<file path="config.mk">
export PLATFORM = sky130hd
export DESIGN_NAME = pc_sequencer
export DESIGN_NICKNAME = d
export VERILOG_FILES = /design/src/rtl/pc_sequencer.sv
export SDC_FILE = /design/constraint.sdc
export NUM_CORES = 1
export LEC_CHECK = 0
export CAP_MARGIN = 20
export CORE_UTILIZATION = 35
export DETAILED_ROUTE_END_ITERATION = 6
export GPL_TIMING_DRIVEN = 0
export MAX_ROUTING_LAYER = met4
export PLACE_DENSITY = 0.7
export SYNTH_ARGS = -nofsm -noshare
export SYNTH_HDL_FRONTEND = slang
export SYNTH_SLANG_ARGS = --single-unit
export TNS_END_PERCENT = 10
</file>
<file path="constraint.sdc">
create_clock -name clk -period 2.6 [get_ports clk]
set_input_delay 0.26 -clock clk [delete_from_list [all_inputs] [get_ports clk]]
set_output_delay 0.26 -clock clk [all_outputs]
set_load 0.02 [all_outputs]
</file>
<file path="src/rtl/pc_sequencer.sv">
// Purpose : program-counter sequencer; fetches, holds and retires one instruction at a time.
// Latency : 2 cycles per instruction minimum (FETCH with same-cycle ack, then one EXEC cycle).
// Backpr. : imem_req is held until imem_ack; stall freezes pc/instr while in EXEC.
//
// Ports:
//   clk, rst_n            clock, asynchronous active-low reset
//   next_pc, stall        next-PC candidate and hazard hold, used in EXEC only
//   imem_req/addr/ack/rdata  instruction memory fetch handshake
//   pc, instr, instr_valid   architectural PC and held instruction for decode
//   halted, misalign_err, retired  status: stopped, sticky misaligned-target flag, retire count
module pc_sequencer #(
  parameter logic [31:0] RESET_PC     = 32'h0000_0000,
  parameter bit          HALT_ON_ZERO = 1'b1
) (
  input  logic        clk,
  input  logic        rst_n,
  input  logic [31:0] next_pc,
  input  logic        stall,
  input  logic        imem_ack,
  input  logic [31:0] imem_rdata,
  output logic        imem_req,
  output logic [31:0] imem_addr,
  output logic [31:0] pc,
  output logic [31:0] instr,
  output logic        instr_valid,
  output logic        halted,
  output logic        misalign_err,
  output logic [31:0] retired
);

  localparam logic [1:0] S_IDLE  = 2'd0;
  localparam logic [1:0] S_FETCH = 2'd1;
  localparam logic [1:0] S_EXEC  = 2'd2;
  localparam logic [1:0] S_HALT  = 2'd3;

  logic [1:0]  state_q, state_d;
  logic [31:0] pc_q, pc_d;
  logic [31:0] instr_q, instr_d;
  logic        misalign_q, misalign_d;
  logic [31:0] retired_q, retired_d;

  always_comb begin
    state_d    = state_q;
    pc_d       = pc_q;
    instr_d    = instr_q;
    misalign_d = misalign_q;
    retired_d  = retired_q;
    case (state_q)
      S_IDLE: state_d = S_FETCH;
      S_FETCH: begin
        // Acks are only meaningful here; any ack seen in another state is dropped.
        if (imem_ack) begin
          instr_d = imem_rdata;
          state_d = S_EXEC;
        end
      end
      S_EXEC: begin
        if (!stall) begin
          if (HALT_ON_ZERO && (instr_q == 32'h0)) begin
            // A zero word is not retired and leaves pc pointing at it.
            state_d = S_HALT;
          end else begin
            // Low bits are dropped so sequencing carries on word-aligned.
            pc_d      = {next_pc[31:2], 2'b00};
            retired_d = retired_q + 32'd1;
            if (next_pc[1:0] != 2'b00) misalign_d = 1'b1;
            state_d   = S_FETCH;
          end
        end
      end
      S_HALT:  state_d = S_HALT;
      default: state_d = S_IDLE;
    endcase
  end

  always_ff @(posedge clk or negedge rst_n) begin
    if (!rst_n) begin
      state_q    <= S_IDLE;
      pc_q       <= RESET_PC;
      instr_q    <= 32'h0;
      misalign_q <= 1'b0;
      retired_q  <= 32'h0;
    end else begin
      state_q    <= state_d;
      pc_q       <= pc_d;
      instr_q    <= instr_d;
      misalign_q <= misalign_d;
      retired_q  <= retired_d;
    end
  end

  // Outputs decode straight from state so reset drops them without a clock edge.
  assign imem_req     = (state_q == S_FETCH);
  assign imem_addr    = pc_q;
  assign pc           = pc_q;
  assign instr        = instr_q;
  assign instr_valid  = (state_q == S_EXEC);
  assign halted       = (state_q == S_HALT);
  assign misalign_err = misalign_q;
  assign retired      = retired_q;

endmodule

</file>
### Port wiring

Scale: 2 px per µm.
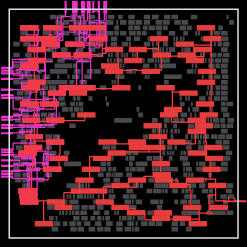
legend:
  rst_n:
    color: red
    bits: 1
    direction: input
    end_cells: 97
    buffers: 3
    wire: 797 µm
  instr:
    color: magenta
    bits: 32
    direction: output
    end_cells: 32
    buffers: 32
    wire: 1,150 µm
I/O pin count: 200
PortBufs: 195

### Cell placement

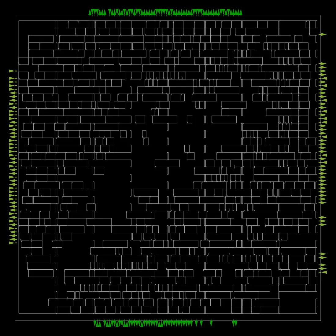
flip-flop and latch count: 97
Core Rows: 40
Tapcells: 168
core footprint: 0.0121 mm²
Final Instance Count excl. Fillers: 776

### Placement by cell class

Scale: 3 px per µm.
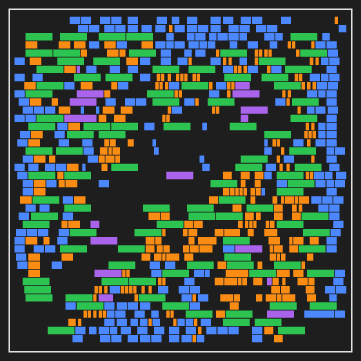
legend:
  combinational and other logic:
    color: orange
    cells: 250
  sequential cells:
    color: green
    cells: 97
  clock drivers and dummy loads:
    color: purple
    cells: 16
  remaining buffers and delay cells:
    color: blue
    cells: 245
Core Util, Final: 57.0%
flop share of the area: 35.3%

==> qor.yml <==
outcome:
  outcome: "completed"
synthesis:
  synth.cellmix.compoundShare_pct: 0.947
  mux_share_pct: 8.26
  common_cells: "103 x nand2_1, 97 x dfrtp_1, 37 x buf_4"
  yosysSeqAreaShare_pct: 55.7
  area_leaders: "dfrtp_1 56%, nand2_1 8.9%, mux2_2 8.3%"
sta:
  fin_skew_ns: 0.00796
  setup_tns_ns: 0
routing:
  wl_met1_mm: 4.88
  drt_drc_violations_left: 0
  routed-wl-met3_um: 562
  route.detailed.wl_per_inst_um: 14.4
critical_path:
  cp.depth: 8
  start_kind: "flip-flop"
  reg2reg_from: "instr[25]"
  startpoint: "instr[25]"
cells_and_area:
  nClkBuffers: 12
  buffers: 245
  bufAreaShareNonClock_pct: 33.7
placed_design:
  hpwlAfterDp_mm: 8.37
  dp_cells: 759
clock_tree:
  clkSinkCount: 97
  clk-insertion-delay-late_ns: 0.34
  cts_tree: "yes"
hold_path:
  hp-start: "next_pc[31]"
grt:
  antenna_found_initial: 0
floorplan:
  die_w_um: 114
### Cell area per tile

Scale: 3 px per µm. 11 x 11 tiles, from dark blue (low) to red (high), 0 to 100% covered.
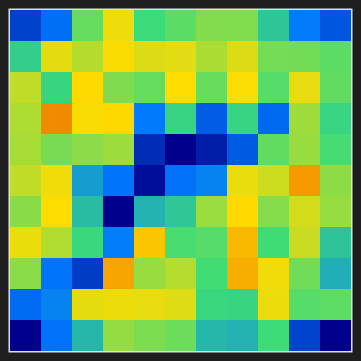
mean over tiles: 52%
tiles over 75% full: 7.4%
emptiest ninth of the die: middle
nearly empty tiles: 3.3%
fullest tile: 84%
FP Util: 36.2%

### Signal wires on met1

Scale: 4 px per µm. Supply wires on this layer in gray. Cells faint in the background.
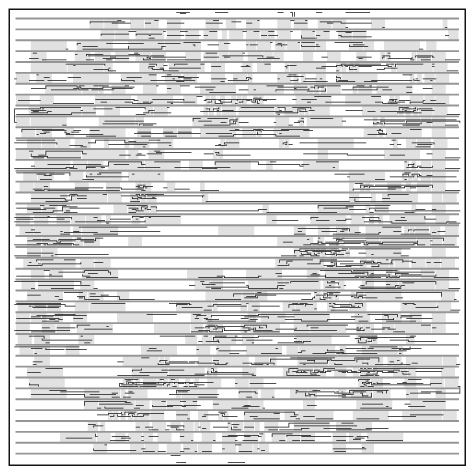
longest straight run: 35.9 µm
main direction: horizontal
wire length on this layer: 4,880 µm
nets with wire on the layer: 584
share of all routed wire: 44%
Vias: 3,552
final WL: 11.1 mm
GR met1 Demand/Resource: 23.2%

